## src/rtl/mem_arbiter_pkg.sv

```systemverilog
// Purpose : shared widths, port indices, FSM encodings and helpers for the memory arbiter.
// Latency : n/a (declarations only).
// Backpressure: n/a.
//
// Width and port-index macros. Other memory-subsystem blocks expect these
// names, so each one is guarded and an earlier definition takes precedence.
`ifndef WORD_SIZE
`define WORD_SIZE 16
`endif
`ifndef ADDR_SIZE
`define ADDR_SIZE 8
`endif
`ifndef PORT_CPU
`define PORT_CPU 1'b0
`endif
`ifndef PORT_DMA
`define PORT_DMA 1'b1
`endif

package mem_arbiter_pkg;

  localparam int WORD_W = `WORD_SIZE;
  localparam int ADDR_W = `ADDR_SIZE;

  // FSM encodings. They are fixed so that state dumps stay readable across tools.
  localparam logic [1:0] ST_IDLE = 2'd0;
  localparam logic [1:0] ST_OWN0 = 2'd1;
  localparam logic [1:0] ST_OWN1 = 2'd2;
  localparam logic [1:0] ST_TURN = 2'd3;

  typedef enum logic [1:0] {
    IDLE = ST_IDLE,
    OWN0 = ST_OWN0,
    OWN1 = ST_OWN1,
    TURN = ST_TURN
  } arb_state_t;

  // A requester index: 0 is the cpu port and 1 is the dma/io port.
  typedef logic port_t;

  // Ownership state that corresponds to a requester index.
  function automatic arb_state_t own_state(input port_t port);
    return (port == `PORT_DMA) ? OWN1 : OWN0;
  endfunction

endpackage

```

## src/rtl/arb_rr2.sv

```systemverilog
// Purpose : 2-way round-robin pick. It chooses the requester that did not own the bus last.
// Latency : combinational, 0 cycles.
// Backpressure: none. The caller samples the pick only when it is ready to grant.
//
// Ports:
//   req0/req1 : requests currently pending
//   last      : index of the previous owner
//   pick_vld  : at least one request is pending
//   pick      : index of the chosen requester (valid only when pick_vld)
module arb_rr2
  import mem_arbiter_pkg::*;
(
  input  logic  req0,
  input  logic  req1,
  input  port_t last,
  output logic  pick_vld,
  output port_t pick
);

  assign pick_vld = req0 | req1;

  // On a tie, the port that did not own the bus last wins.
  // With a single requester, that requester is picked.
  assign pick = (req0 & req1) ? port_t'(~last) : port_t'(req1);

endmodule

```

## src/rtl/mem_arbiter.sv

```systemverilog
// Purpose : shares one single-port synchronous memory between cpu (port 0) and dma/io (port 1).
// Latency : grant 1 cycle after the owner state is entered; read data 1 cycle after the access.
// Backpressure: a requester holds req until granted. A waiting request that drops is forgotten.
//
// Ports:
//   clk, rst           : clock, asynchronous active-low reset
//   req*/lock*         : per-port request and quantum-yield suppression
//   we*/addr*/wdata*   : per-port access command
//   gnt*               : registered grant (one-hot or zero)
//   rvalid*, rdata     : per-port read-return strobe and shared read data
//   mem_en/we/addr/wdata, mem_rdata : single-port memory interface
//   preempt            : one-cycle pulse on a forced release at the MAX_LOCK tenure limit
module mem_arbiter
  import mem_arbiter_pkg::*;
#(
  parameter int QUANTUM  = 4,   // accesses before yielding to a waiting, unlocked competitor
  parameter int MAX_LOCK = 16,  // hard tenure limit, applied even while locked
  parameter int CNT_W    = 5    // tenure counter width; needs QUANTUM <= MAX_LOCK < 2**CNT_W
) (
  input  logic              clk,
  input  logic              rst,
  input  logic              req0,
  input  logic              req1,
  input  logic              lock0,
  input  logic              lock1,
  input  logic              we0,
  input  logic              we1,
  input  logic [ADDR_W-1:0] addr0,
  input  logic [ADDR_W-1:0] addr1,
  input  logic [WORD_W-1:0] wdata0,
  input  logic [WORD_W-1:0] wdata1,
  output logic              gnt0,
  output logic              gnt1,
  output logic              rvalid0,
  output logic              rvalid1,
  output logic [WORD_W-1:0] rdata,
  output logic              mem_en,
  output logic              mem_we,
  output logic [ADDR_W-1:0] mem_addr,
  output logic [WORD_W-1:0] mem_wdata,
  input  logic [WORD_W-1:0] mem_rdata,
  output logic              preempt
);

  arb_state_t       state;
  logic [CNT_W-1:0] cnt;
  port_t            last;

  logic  pick_vld;
  port_t pick;

  arb_rr2 u_rr (
    .req0     (req0),
    .req1     (req1),
    .last     (last),
    .pick_vld (pick_vld),
    .pick     (pick)
  );

  // An access is any cycle in which a port holds both grant and request.
  logic acc0, acc1;
  assign acc0 = gnt0 & req0;
  assign acc1 = gnt1 & req1;

  // Signals seen from the current owner's point of view. In IDLE and TURN
  // they default to port 0, but nothing reads them in those states.
  port_t own_port;
  logic  own_req, own_lock, own_gnt, oth_req, own_acc;
  always_comb begin
    own_port = port_t'(state == OWN1);
    own_req  = own_port ? req1  : req0;
    own_lock = own_port ? lock1 : lock0;
    own_gnt  = own_port ? gnt1  : gnt0;
    oth_req  = own_port ? req0  : req1;
    own_acc  = own_gnt & own_req;
  end

  // cnt holds the number of accesses completed before this cycle, so the
  // access under way is number cnt+1 of the tenure.
  logic at_quantum, at_max;
  assign at_quantum = (cnt == CNT_W'(QUANTUM - 1));
  assign at_max     = (cnt == CNT_W'(MAX_LOCK - 1));

  // The tenure ends in three cases:
  //   - the owner drops its request, including during the wait cycle before gnt rises;
  //   - the quantum expires while an unlocked owner has a waiting competitor;
  //   - the hard limit is reached, whatever the lock or competitor.
  logic tenure_end;
  assign tenure_end = !own_req |
                      (own_acc & (at_max | (oth_req & ~own_lock & at_quantum)));

  always_ff @(posedge clk or negedge rst) begin
    if (!rst) begin
      state   <= IDLE;
      gnt0    <= 1'b0;
      gnt1    <= 1'b0;
      rvalid0 <= 1'b0;
      rvalid1 <= 1'b0;
      preempt <= 1'b0;
      cnt     <= '0;
      last    <= `PORT_DMA;
    end else begin
      // Read returns follow the access whatever happens to the grant, so a
      // read on the final access of a tenure is still answered.
      rvalid0 <= acc0 & ~we0;
      rvalid1 <= acc1 & ~we1;
      preempt <= 1'b0;

      case (state)
        IDLE: begin
          if (pick_vld) state <= own_state(pick);
        end

        OWN0, OWN1: begin
          if (tenure_end) begin
            state   <= TURN;
            gnt0    <= 1'b0;
            gnt1    <= 1'b0;
            last    <= own_port;
            preempt <= own_acc & at_max;
          end else if (own_acc) begin
            cnt <= cnt + 1'b1;
          end else begin
            // First cycle in the owner state: raise the grant for the next cycle.
            gnt0 <= (own_port == `PORT_CPU);
            gnt1 <= (own_port == `PORT_DMA);
          end
        end

        TURN: begin
          cnt   <= '0;
          state <= IDLE;
        end

        default: state <= IDLE;
      endcase
    end
  end

  // The memory command comes straight from the owner's inputs, so an owner can
  // issue a new access every cycle. When no access is taking place the memory
  // interface is held at zero.
  always_comb begin
    mem_en    = acc0 | acc1;
    mem_we    = 1'b0;
    mem_addr  = '0;
    mem_wdata = '0;
    if (acc0) begin
      mem_we    = we0;
      mem_addr  = addr0;
      mem_wdata = wdata0;
    end else if (acc1) begin
      mem_we    = we1;
      mem_addr  = addr1;
      mem_wdata = wdata1;
    end
  end

  assign rdata = mem_rdata;

endmodule

```

## config.mk

```make
export PLATFORM = sky130hd
export DESIGN_NAME = mem_arbiter
export DESIGN_NICKNAME = d
export VERILOG_FILES = /design/src/rtl/mem_arbiter_pkg.sv /design/src/rtl/arb_rr2.sv /design/src/rtl/mem_arbiter.sv
export SDC_FILE = /design/constraint.sdc
export NUM_CORES = 1
export LEC_CHECK = 0
export ABC_AREA = 1
export ABC_CLOCK_PERIOD_IN_PS = 1700
export CAP_MARGIN = 20
export CORE_UTILIZATION = 31
export DETAILED_ROUTE_END_ITERATION = 10
export GPL_TIMING_DRIVEN = 0
export PLACE_DENSITY_LB_ADDON = 0.15
export SYNTH_ARGS = -nofsm -noshare
export SYNTH_HDL_FRONTEND = slang
export SYNTH_HIERARCHICAL = 1
export SYNTH_SLANG_ARGS = --single-unit
```

## constraint.sdc

```tcl
create_clock -name clk -period 1.7 [get_ports clk]
set_input_delay 0.34 -clock clk [delete_from_list [all_inputs] [get_ports clk]]
set_output_delay 0.34 -clock clk [all_outputs]
set_load 0.01 [all_outputs]
```

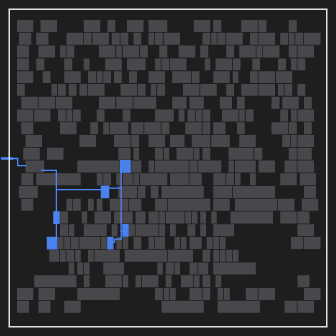
(images/port_trees.png)
| color | port | bits | direction | edge | end cells | buffers | wire |
|---|---|---|---|---|---|---|---|
| blue | `req1` | 1 | input | left | 6 | 1 | 56.8 microns |

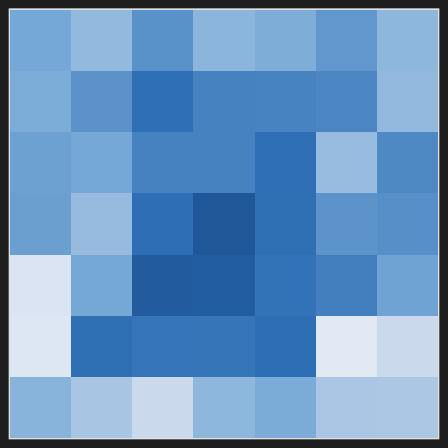
(images/util_map.png)
The die is cut into 7 by 7 equal tiles; white is low, dark blue is high, 0 to 100% covered.
mean over tiles: 55%
densest ninth of the die: center
emptiest ninth of the die: lower right
fullest tile: 84%
tiles over 75% full: 8.2%

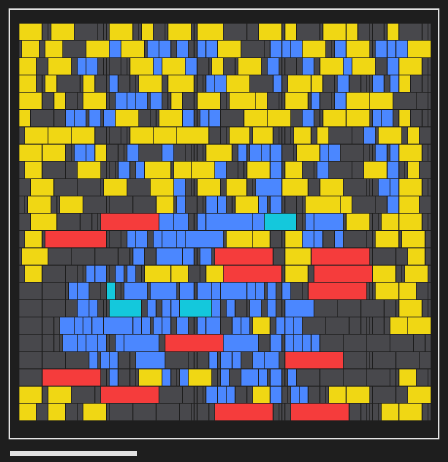
(images/class_map.png)
Bar = 20 microns. Fill, decap, tap and diode cells in gray.
| color | class | cells |
|---|---|---|
| yellow | remaining buffers and delay cells | 137 |
| cyan | clock drivers and dummy loads | 4 |
| blue | remaining logic cells | 171 |
| red | sequential cells | 13 |

==> impl_table.tex <==
% Auto-generated results table
\begin{tabular}{lr}
\hline
Metric & Value \\
\hline
\multicolumn{2}{l}{\textbf{Global route}} \\
\quad Antenna violations before repair & 0 \\
\multicolumn{2}{l}{\textbf{Setup path}} \\
\quad Depth of the most critical reg-to-reg path & 9 \\
\quad Worst path max stage delay & 0.38 ns \\
\quad End of the worst register-to-register path & gnt1 \\
\quad Chain of cells forming the critical path & buf\_6, nand2\_8, buf\_6, nand3\_1, nand2\_1, clkdlybuf4s15\_2 \\
\quad Worst setup slack for register-to-register paths & between 0.1 and 0.15 ns \\
\quad Most used cell along the critical path & sky130\_fd\_sc\_hd\_\_buf\_6 \\
\quad Critical path destination & mem\_wdata[10] \\
\quad Highest fanout seen on the critical path & 9 \\
\multicolumn{2}{l}{\textbf{Outcome}} \\
\quad Run status & finished, final reports clean \\
\multicolumn{2}{l}{\textbf{Clock network}} \\
\quad TritonCTS Buffers & 3 \\
\quad Clock sink count & 13 \\
\quad TritonCTS clock tree & built \\
\multicolumn{2}{l}{\textbf{Power}} \\
\quad VDD IR-drop max & 773 uV \\
\quad Power density of the placed cells & 1070 nW/um\^{}2 \\
\multicolumn{2}{l}{\textbf{Finish}} \\
\quad Area Overhead vs Synth & 91.6\% \\
\quad Layout inverter count without the clock tree & 13 \\
\quad Register with the most flip-flops & cnt \\
\quad Final-layout clock buffer total & 4 \\
\quad Leading cell category by total area & non-clock buffers \\
\quad Registers with the most flip-flops & cnt (5), state (2) \\
\quad Total number of nets in the final design & 403 \\
\quad Number of antenna repair diodes & 0 \\
\quad Share of final-layout standard cells stronger than drive strength 1 & 24.9\% \\
\multicolumn{2}{l}{\textbf{Timing}} \\
\quad Highest attainable clock frequency & 0.605 GHz \\
\quad Number of endpoints with negative hold slack in the final report & 0 \\
\quad Final worst slack & 0.0478 ns \\
\quad Setup repair after global routing missed its margin & true \\
\quad Final critical-path required period & about 1.7 ns \\
\multicolumn{2}{l}{\textbf{Placed design}} \\
\quad Number of port buffers & 102 \\
\multicolumn{2}{l}{\textbf{Floorplanning}} \\
\quad Height of the chip & 67.3 microns \\
\quad Core area & 4060 sq um \\
\quad Starting utilization of the core area & 32.6\% \\
\quad Die X-Extent & a little under 70 microns \\
\quad Number of I/O pins & 119 \\
\multicolumn{2}{l}{\textbf{Worst hold path}} \\
\quad Class of the most critical hold timing path & primary input to async pin \\
\multicolumn{2}{l}{\textbf{Drt}} \\
\quad Total vias in the final route & 1,769 \\
\quad WL per Instance & 12.1 microns \\
\quad Number of search-and-repair iterations in the first detailed-routing pass & 4 \\
\multicolumn{2}{l}{\textbf{Synthesis}} \\
\quad Mean instance size in the synthesized netlist & 6.30 sq um \\
\quad Yosys-reported design area after synthesis & 1320 sq um \\
\quad Syn nets & about 290 \\
\hline
\end{tabular}
[how the worst min path moves through the flow]
stage	end	cells past startpoint	startpoint
2_1_floorplan	cnt[0]	0	rst
3_3_place_gp	cnt[4]	2	cnt[4]
3_5_place_dp	cnt[4]	2	cnt[4]
4_1_cts	cnt[4]	2	cnt[4]
5_1_grt	cnt[4]	2	cnt[4]
6_report	state[0]	1	rst
[metal layers]
layer	share of wire, %	routed length (microns)	vias up	global-route usage [%]
met3	6.8	306	8	3.55
met5	0	0	-	0
met2	51	2310	75	31.9
li1	-	-	901	-
met1	41	1850	785	23.3
met4	1.3	61	0	4.52
[Yosys cell counts, drive strengths merged]
master / n
nand3: 60
nand4: 1
buf: 23
nor2: 9
nor3b: 2
dfstp: 1
inv: 13
clkbuf: 4
dfrtp: 12
ha: 5
nand2: 69
or2: 3
o21ai: 5
a21oi: 3
[power by group]
group | switching [uW] | internal (uW)
clock | 120 | 166
combinational | 1030 | 905
sequential | 66.8 | 418
total | 1210 | 1490
[metrics by stage]
stage	power, uW	utilization [%]	std cells	TNS, ns	cell area (sq um)
6_report	2700	62.5	375	0	2540
5_1_grt	2960	62.5	375	-0.0427	2540
4_1_cts	2630	62.6	372	-0.118	2540
3_5_place_dp	2230	59.3	362	-25.46	2410
3_3_place_gp	2210	59.3	362	-25.55	2410
2_1_floorplan	1580	-	210	0	1320
[cell families after synthesis]
kind of cell | after synthesis | synth area share (%)
AND-OR/OR-AND | 8 | 3.87
buffers and inverters | 40 | 16.6
AND/OR/NAND/NOR | 144 | 50.1
flip-flops | 13 | 24.7
adder cells (fa/ha/maj) | 5 | 4.73
[timing repair]
item / 4_1_cts / 5_1_grt
resized: 105 / 28
buffers inserted: 5 / 3
endpoints found under the setup margin: 31 / 26
pin swaps: 1 / 1
cloned: 1 / 1
No activity file was given, so power comes from the tool's default toggle rates.
